===== config.mk =====
export PLATFORM = sky130hd
export DESIGN_NAME = alu_cmd_responder
export DESIGN_NICKNAME = d
export VERILOG_FILES = /design/src/rtl/alu_pkg.sv /design/src/rtl/alu_rsp_fifo.sv /design/src/rtl/alu_cmd_responder.sv
export SDC_FILE = /design/constraint.sdc
export NUM_CORES = 1
export LEC_CHECK = 0
export CAP_MARGIN = 10
export CELL_PAD_IN_SITES_DETAIL_PLACEMENT = 2
export CELL_PAD_IN_SITES_GLOBAL_PLACEMENT = 2
export CORE_MARGIN = 2
export CORE_UTILIZATION = 44
export CTS_BUF_LIST = sky130_fd_sc_hd__clkbuf_4 sky130_fd_sc_hd__clkbuf_8
export DETAILED_ROUTE_END_ITERATION = 10
export DONT_BUFFER_PORTS = 1
export GPL_ROUTABILITY_DRIVEN = 0
export PLACE_DENSITY_LB_ADDON = 0.05
export RECOVER_POWER = 50
export SLEW_MARGIN = 30
export SYNTH_ARGS = -nofsm -noshare
export SYNTH_HDL_FRONTEND = slang
export SYNTH_SLANG_ARGS = --single-unit

===== constraint.sdc =====
create_clock -name clk -period 3.01 [get_ports clk]
set_input_delay 0.602 -clock clk [delete_from_list [all_inputs] [get_ports clk]]
set_output_delay 0.602 -clock clk [all_outputs]
set_load 0.01 [all_outputs]

===== src/rtl/alu_pkg.sv =====
// Shared opcode set and response-entry sizing for the ALU command responder.
package alu_pkg;

    localparam logic [2:0] OP_ADD = 3'b000;
    localparam logic [2:0] OP_SUB = 3'b001;
    localparam logic [2:0] OP_AND = 3'b010;
    localparam logic [2:0] OP_OR  = 3'b011;
    localparam logic [2:0] OP_NOT = 3'b100;

    function automatic logic is_rsvd(input logic [2:0] sel);
        return sel > OP_NOT;
    endfunction

    // Entry layout: {illegal, zero, carry, result}
    function automatic int rsp_w(input int w);
        return w + 3;
    endfunction

endpackage


===== src/rtl/alu_rsp_fifo.sv =====
// Synchronous response FIFO; pointers carry an extra wrap bit for full/empty.
module alu_rsp_fifo #(
    parameter int W     = 7,
    parameter int DEPTH = 2
) (
    input  logic         clk,
    input  logic         rst_n,
    input  logic         push,
    input  logic [W-1:0] din,
    input  logic         pop,
    output logic         full,
    output logic         empty,
    output logic [W-1:0] dout
);
    import alu_pkg::*;

    localparam int AW = $clog2(DEPTH);
    localparam logic [AW:0] ONE = {{AW{1'b0}}, 1'b1};

    logic [AW:0]  r_wr;
    logic [AW:0]  r_rd;
    logic [W-1:0] r_mem [DEPTH];

    always_ff @(posedge clk or negedge rst_n) begin
        if (!rst_n) begin
            r_wr <= '0;
            r_rd <= '0;
            for (int i = 0; i < DEPTH; i++) r_mem[i] <= '0;
        end else begin
            if (push && !full) begin
                r_mem[r_wr[AW-1:0]] <= din;
                r_wr                <= r_wr + ONE;
            end
            if (pop && !empty) r_rd <= r_rd + ONE;
        end
    end

    assign empty = (r_wr == r_rd);
    assign full  = (r_wr[AW] != r_rd[AW]) &&
                   (r_wr[AW-1:0] == r_rd[AW-1:0]);
    assign dout  = r_mem[r_rd[AW-1:0]];

endmodule


===== src/rtl/alu_cmd_responder.sv =====
// ALU command responder: evaluates accepted commands and queues flagged results.
module alu_cmd_responder #(
    parameter int WIDTH = 4,
    parameter int DEPTH = 2,
    parameter int CNT_W = 16
) (
    input  logic             clk,
    input  logic             rst_n,
    input  logic             cmd_valid,
    output logic             cmd_ready,
    input  logic [WIDTH-1:0] cmd_a,
    input  logic [WIDTH-1:0] cmd_b,
    input  logic [2:0]       cmd_sel,
    output logic             rsp_valid,
    input  logic             rsp_ready,
    output logic [WIDTH-1:0] rsp_result,
    output logic             rsp_carry,
    output logic             rsp_zero,
    output logic             rsp_illegal,
    output logic [CNT_W-1:0] op_count
);
    import alu_pkg::*;

    localparam int EW = rsp_w(WIDTH);

    logic [WIDTH-1:0] w_res;
    logic             w_carry;
    logic             w_ill;
    logic             w_zero;
    logic [EW-1:0]    w_entry;
    logic [EW-1:0]    w_head;
    logic             w_full;
    logic             w_empty;
    logic             w_push;
    logic             w_pop;
    logic [CNT_W-1:0] r_count;

    always_comb begin
        w_res   = '0;
        w_carry = 1'b0;
        w_ill   = 1'b0;
        unique case (1'b1)
            cmd_sel == OP_ADD: {w_carry, w_res} = {1'b0, cmd_a} + {1'b0, cmd_b};
            cmd_sel == OP_SUB: begin
                w_res   = cmd_a - cmd_b;
                w_carry = cmd_a < cmd_b;
            end
            cmd_sel == OP_AND: w_res = cmd_a & cmd_b;
            cmd_sel == OP_OR:  w_res = cmd_a | cmd_b;
            cmd_sel == OP_NOT: w_res = ~cmd_a;
            is_rsvd(cmd_sel):  w_ill = 1'b1;
            default: ;
        endcase
    end

    assign w_zero  = (w_res == '0);
    assign w_entry = {w_ill, w_zero, w_carry, w_res};

    // Ready depends only on stored fill, so a pop never frees a slot same-cycle
    assign cmd_ready = !w_full;
    assign w_push    = cmd_valid && cmd_ready;
    assign rsp_valid = !w_empty;
    assign w_pop     = rsp_valid && rsp_ready;

    alu_rsp_fifo #(
        .W     (EW),
        .DEPTH (DEPTH)
    ) u_fifo (
        .clk   (clk),
        .rst_n (rst_n),
        .push  (w_push),
        .din   (w_entry),
        .pop   (w_pop),
        .full  (w_full),
        .empty (w_empty),
        .dout  (w_head)
    );

    assign rsp_result  = w_head[WIDTH-1:0];
    assign rsp_carry   = w_head[WIDTH];
    assign rsp_zero    = w_head[WIDTH+1];
    assign rsp_illegal = w_head[WIDTH+2];

    always_ff @(posedge clk or negedge rst_n) begin
        if (!rst_n) r_count <= '0;
        else if (w_pop) r_count <= r_count + CNT_W'(1);
    end

    assign op_count = r_count;

endmodule

Run 1, sequential cells grouped by signal name:
Other sequential cells in the stronger gray, the rest of the logic in the fainter gray.
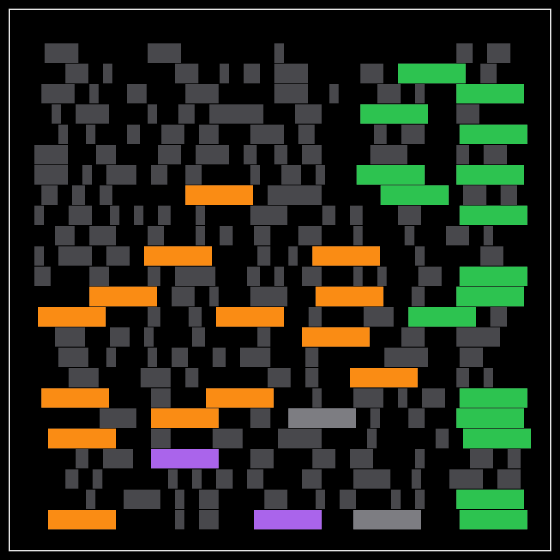
| name in the netlist | color | placed flops |
|---|---|---|
| `u_fifo.r_mem` | orange | 14 |
| `u_fifo.r_wr` | purple | 2 |
| `op_count` | green | 16 |
not colored: 2

Run 1, signal wires on met3:
Scale bar: 20 um.
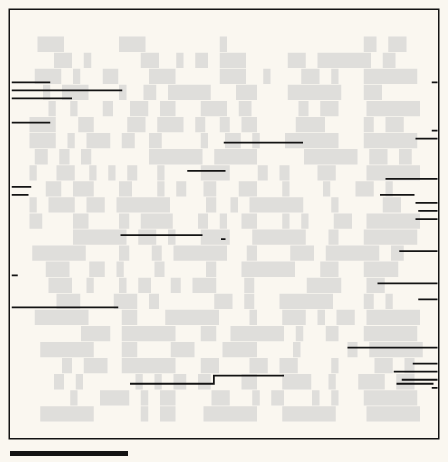
wire length on this layer: 211 um
nets with wire on the layer: 24
longest straight run: 18.4 um
met3 Use GR: 5.14%
DR vias: 1,512
final WL: 5.04 mm

==> flow_summary_export.csv, run 1 <==
group,metric,value,unit
synth,synth-edff-count,0,
synth,yosysUniqueCellTypes,44,
floorplan,die_w,72.4,um
timing,slew_violations,35,
timing,skew,7.35,ps
global_routing,grt_pass1_wl,8.56,mm
timing,finalSetupTns,0,ps
setup_path,worst_setup_path_end_kind,"register",
power,ir_worst_vdd,0.491,mV
synth,ys_ff,34,
final_layout,diodes,0,
flow_run,warning_count,34,
synth,yosysWarnings,0,
setup_path,worst-setup-path-type,"primary input to register",
clock_network,cts_tree,"built",
outcome,violations,"capacitance limit, slew limit",
synth,ys_cells,204,
clock_network,cts_sinks,34,
timing,final-setup-viol-count,0,
synth,syn_area,2060,um^2
floorplan,fp-row-count,24,
place,dp_hpwl,3.75,mm
global_routing,grt_max_degree,35,
clock_network,cts_setup_buffers,0,
power,p_total,0.00181,W
worst_hold_path,min_to,"u_fifo.r_wr[0]",
worst_hold_path,hold_path.class,"primary input to register",
floorplan,die_area,5250,um^2
synth,syn_area_per_cell,10.1,um^2
synth,ys_async_sr_fraction,100,%
timing,rsz0062_at_grt,"no",
detailed_routing,antenna_left,0,
global_routing,grt_pass1_vias,1710,
global_routing,antenna_found_initial,0,
setup_path,cp.arrival,2240,ps
flow_run,maxCapViolCount,1,
outcome,status,"finished, violations left",
synth,flop_cell,"dfrtp_1",
Run 1, signal wires on met2:
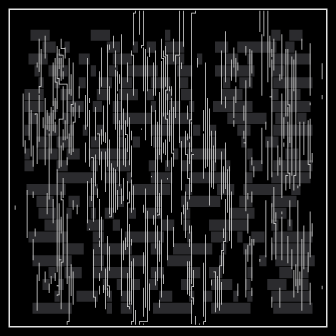
nets with wire on the layer: 214
wire length on this layer: 2,620 um
longest straight run: 31.6 um
met2 Usage GRT: 36.9%

==> run 1: worst max-delay path by stage <==
stage	startpoint	to	slack, ps	depth (start not counted)
finish	cmd_a[0]	u_fifo.r_mem[12]	970	8
CTS	cmd_a[0]	u_fifo.r_mem[12]	950	8
global route	rst_n	op_count[10]	820	1
detailed placement	cmd_a[0]	u_fifo.r_mem[5]	670	8
global placement	cmd_a[0]	u_fifo.r_mem[5]	770	8
floorplan	cmd_a[0]	u_fifo.r_mem[5]	880	8
==> run 1: power breakdown <==
part,leakage [nW],internal [W],switching [W]
Clock,0.0517,0.000194,0.000170
Sequential,0.436,0.000614,0.000176
Combinational,0.524,0.000290,0.000370
==> run 1: cells in the mapped netlist, types with 2 or more instances <==
master	n
dfrtp_1	34
nand2_1	24
xnor2_1	19
ha_1	13
inv_1	13
o21ai_0	12
mux2_2	9
nor2_1	9
nand3_1	7
a21oi_1	6
nand2b_1	6
a21o_1	4
nand4_1	4
buf_2	3
xor2_1	3
and2_1	2
buf_4	2
fa_1	2
nor3_4	2
nor3b_1	2
o21a_1	2
o21ai_1	2
o21bai_1	2
o22ai_1	2
==> run 1: per-layer routing <==
metal | vias up | share of wire [%] | global-route usage [%] | wire [um]
met5 | - | 0 | 0 | 0
met2 | 36 | 52 | 36.9 | 2620
met3 | 6 | 4.2 | 5.14 | 211
met4 | 0 | 1.2 | 6.17 | 63
met1 | 760 | 43 | 26.2 | 2150
li1 | 710 | - | - | -
==> run 1: stage by stage <==
step | area, um^2 | setup WS [ps] | util, %
2_1_floorplan | 2060 | 882 | -
3_3_place_gp | 2100 | 769 | 47.2
3_5_place_dp | 2100 | 672 | 47.2
4_1_cts | 2210 | 947 | 49.8
5_1_grt | 2200 | 819 | 49.5
6_report | 2200 | 971 | 49.5
==> run 1: placed cells by master (no fill, tap or decap), types with 7 or more instances in the layout <==
cell | Yosys | routed
dfrtp_1 | 34 | 34
nand2_1 | 24 | 24
xnor2_1 | 19 | 19
inv_1 | 13 | 13
ha_1 | 13 | 13
o21ai_0 | 12 | 12
mux2_2 | 9 | 9
nor2_1 | 9 | 9
nand3_1 | 7 | 7
==> run 1: cell type report <==
cell class	count	area (um^2)	share of cell area [%]
Sequential cell	34	851	38.7
Tap cell	52	65.1	2.96
Inverter	13	48.8	2.22
Clock inverter	1	5.00	0.228
Clock buffer	7	90.1	4.10
Multi-Input combinational cell	151	1120	50.9
Timing Repair Buffer	3	18.8	0.854
==> run 1: critical path: stages <==
cell and delay [ps]:
inv_1 40, ha_1 220, fa_1 410, xnor2_1 160, o22ai_1 130, a221oi_2 380, nand4_1 120, o21ai_0 190
==> run 1: cell families after synthesis <==
family,Yosys count,synth area share (%)
mux,10,5.40
flops,34,41.3
buf+inv,19,4.37
compound gates,41,13.7
simple gates,63,16.0
fa+ha+maj,15,9.84
xor+xnor,22,9.35
==> run 1: registers in the layout (all words and copies together), names as in the netlist <==
name,flops
op_count,16
u_fifo.r_mem,14
u_fifo.r_rd,2
u_fifo.r_wr,2
==> run 1: what timing repair did <==
| action | CTS | global route |
|---|---|---|
| resized | 0 | 0 |
| hold buffers | 1 | 0 |
| endpoints found under the setup margin | 0 | 0 |
| hold endpoints to repair | 34 | 0 |
Run 1, met1 routing:
Scale bar: 20 um.
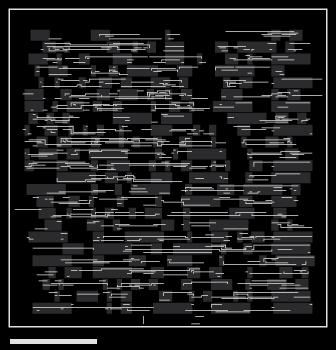

==> run 1 -> run 2 <==
Settings changed: CORE_UTILIZATION 44 to 37.
Clock period 3.01 ns to 1.7 ns, I/O delays scaled along.
Run 2, met1 routing:
Scale bar: 20 um.
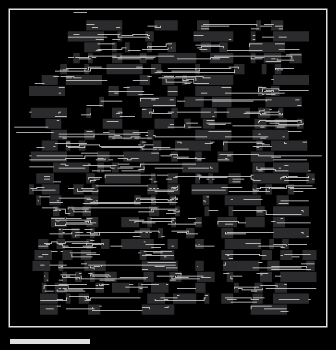
share of all routed wire: 41%
wire length on this layer: 2,090 um
longest straight run: 22.1 um
main direction: horizontal
final WL: 5.05 mm
DR vias: 1,543
met1 Use GR: 20.8%

==> run 2 against run 1 <==
- the flow now finishes without violations
- sequential power rose by 76%
- sequential share of layout area fell by 2.5 points
- clock power rose by 61%
- critical endpoint is now rsp_valid
- largest power group is now combinational cells
==> flow_summary_export.csv, run 2 <==
group,metric,value,unit
outcome,status,"finished clean",
global_routing,antenna_found_initial,0,
synth,simple_gate_share,16.0,%
synth,synth.most_common_cell,"dfrtp_1",
clock_network,cts_sinks,34,
synth,synth_top_area_share,41.3,%
synth,common_cells,"34 x dfrtp_1, 24 x nand2_1, 19 x xnor2_1",
floorplan,ios,40,
setup_path,worst-setup-path-type,"register to output port",
synth,yosysWarnings,0,
setup_path,endpoint,"rsp_valid",
final_layout,nets,249,
flow_run,maxCapViolCount,0,
setup_path,crit_required,1360,ps
final_layout,comb_area,1160,um^2
clock_network,clkTransAtPathRegs,70,ps
synth,synth-edff-count,0,
final_layout,stdcell_area,2360,um^2
final_layout,largest_reg_flops,16,
synth,ys_cells,204,
place,dp_hpwl,3.94,mm
power,ir_worst_vdd,0.583,mV
timing,finalCritPeriodShare,96.2,%
setup_path,worstRegToRegCells,5,
floorplan,dieHeight,78.6,um
final_layout,drive_gt1_share,18.3,%
floorplan,die_area,6180,um^2
synth,yosysUniqueCellTypes,44,
place,placed_area,2220,um^2
synth,yosysTopAreaCell,"dfrtp_1",
global_routing,grt.total_usage,17.8,%
synth,area_leaders,"dfrtp_1 41%, xnor2_1 8.1%, ha_1 7.9%",
timing,skew,7.78,ps
synth,ys_sh_mux,5.40,%
setup_path,reg2reg_slack,130,ps
detailed_routing,via_per_inst,5.32,
synth,xor_share,9.35,%
final_layout,final_common_cell,"dfrtp_1",
worst_hold_path,hold_path.class,"primary input to register",
global_routing,grt_pass1_wl,8.69,mm
clock_network,cts_tree,"built",
synth,synth-adder-area-share,9.84,%
flow_run,warning_count,35,
synth,synthCells,204,
detailed_routing,drtPass1Iterations,4,
clock_network,h-tree-depth,2,
setup_path,worst_setup_path_end_kind,"output port",
detailed_routing,antenna_left,0,
clock_network,cts_made_buffers,5,
timing,finalSetupTns,0,ps
synth,ys_ff,34,
setup_path,cp.arrival,1300,ps
timing,fmax,612,MHz
floorplan,fp.coreArea,5440,um^2
synth,syn_area_per_cell,10.1,um^2
global_routing,grt.overflow.total,0,
synth,synth.comb.largest_family,"simple AND/OR/NAND/NOR gates",
setup_path,startpoint,"u_fifo.r_rd[0]",
setup_path,reg2reg_from,"u_fifo.r_rd[1]",
power,p_per_area,1440,nW/um^2
synth,synthAoiAreaFrac,13.7,%
place,port_buffers,0,
clock_network,cts_buffer_depth,2,
floorplan,die_w,78.6,um
synth,ys_seq_share,41.3,%
synth,ys_chip_area,2060,um^2
final_layout,final_cell_mix,"32 x dfrtp_1, 24 x nand2_1, 17 x xnor2_1",
global_routing,grt_max_degree,35,
timing,final-setup-viol-count,0,
synth,syn_area,2060,um^2
synth,flop_cell,"dfrtp_1",
synth,ys_async_sr_fraction,100,%
final_layout,diodes,0,
timing,slew_violations,0,
global_routing,grt_pass1_vias,1788,
final_layout,register_area,853,um^2
timing,tightest_slew,872,ps
synth,fp_nets,234,
floorplan,fp-row-count,27,
setup_path,crit_path_start_kind,"register",
Run 2, signal wires on met2:
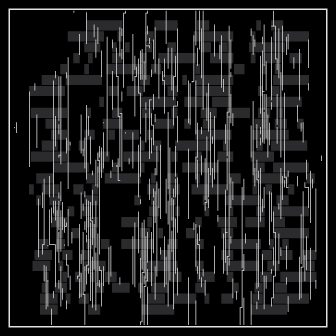
longest straight run: 34.8 um
share of all routed wire: 54%

[run 2: metrics by stage]
step	setup WS [ps]	power, W	instances	utilization [%]	hold slack [ps]
finish	64.9	0.00338	290	43.3	245
global placement	-152	0.00262	281	40.9	45.1
global route	-19.5	0.00367	290	43.3	274
CTS	46.1	0.00340	289	43.2	241
detailed placement	-209	0.00272	281	40.9	45.2
floorplan	-23.3	0.00231	204	-	44.4
[run 2: how the worst min path moves through the flow]
stage	startpoint	endpoint	slack, ps	cells past startpoint
3_5_place_dp	rst_n	op_count[9]	50	0
4_1_cts	cmd_valid	u_fifo.r_wr[0]	240	3
3_3_place_gp	rst_n	op_count[9]	50	0
6_report	cmd_valid	u_fifo.r_wr[0]	240	3
5_1_grt	cmd_valid	u_fifo.r_wr[0]	270	3
2_1_floorplan	rst_n	op_count[0]	40	0
[run 2: logic make-up after synthesis]
logic type      after synthesis
mux                          10
buf+inv                      19
flops                        34
simple gates                 63
fa+ha+maj                    15
xor+xnor                     22
compound gates               41
[run 2: repair_timing]
action                                 CTS  global route
buffers inserted                         0             1
endpoints found under the hold margin   34             0
hold buffers                             2             0
setup endpoints to repair                2             8
resized                                  2             3
pin swaps                                0             4
[run 2: report_power, final]
part / internal [W] / leakage (nW) / switching, W
sequential: 0.00109 / 0.434 / 0.000292
clock: 0.000312 / 0.0431 / 0.000274
combinational: 0.000675 / 0.594 / 0.000734
total: 0.00208 / 1.07 / 0.00130
[run 2: critical path, cell delays in order, from the launching register on]
cell and delay [ps]:
dfrtp_2 450, xnor2_2 220, buf_4 150, nand2_1 60
buf_4 150
[run 2: layout make-up]
cell class,instances,share of cell area [%]
Multi-Input combinational cell,151,49.4
Clock buffer,6,3.51
Inverter,13,2.60
Sequential cell,34,36.2
Tap cell,72,3.82
Timing Repair Buffer,14,4.46
[run 2: routing by layer]
layer / GRT usage (%) / routed length [um] / vias to the layer above
met5: 0 / 0 / -
met4: 3.68 / 36 / 0
met1: 20.8 / 2090 / 780
li1: - / - / 730
met2: 32.5 / 2710 / 29
met3: 4.94 / 213 / 4
Power is estimated from default activity; no workload was simulated.
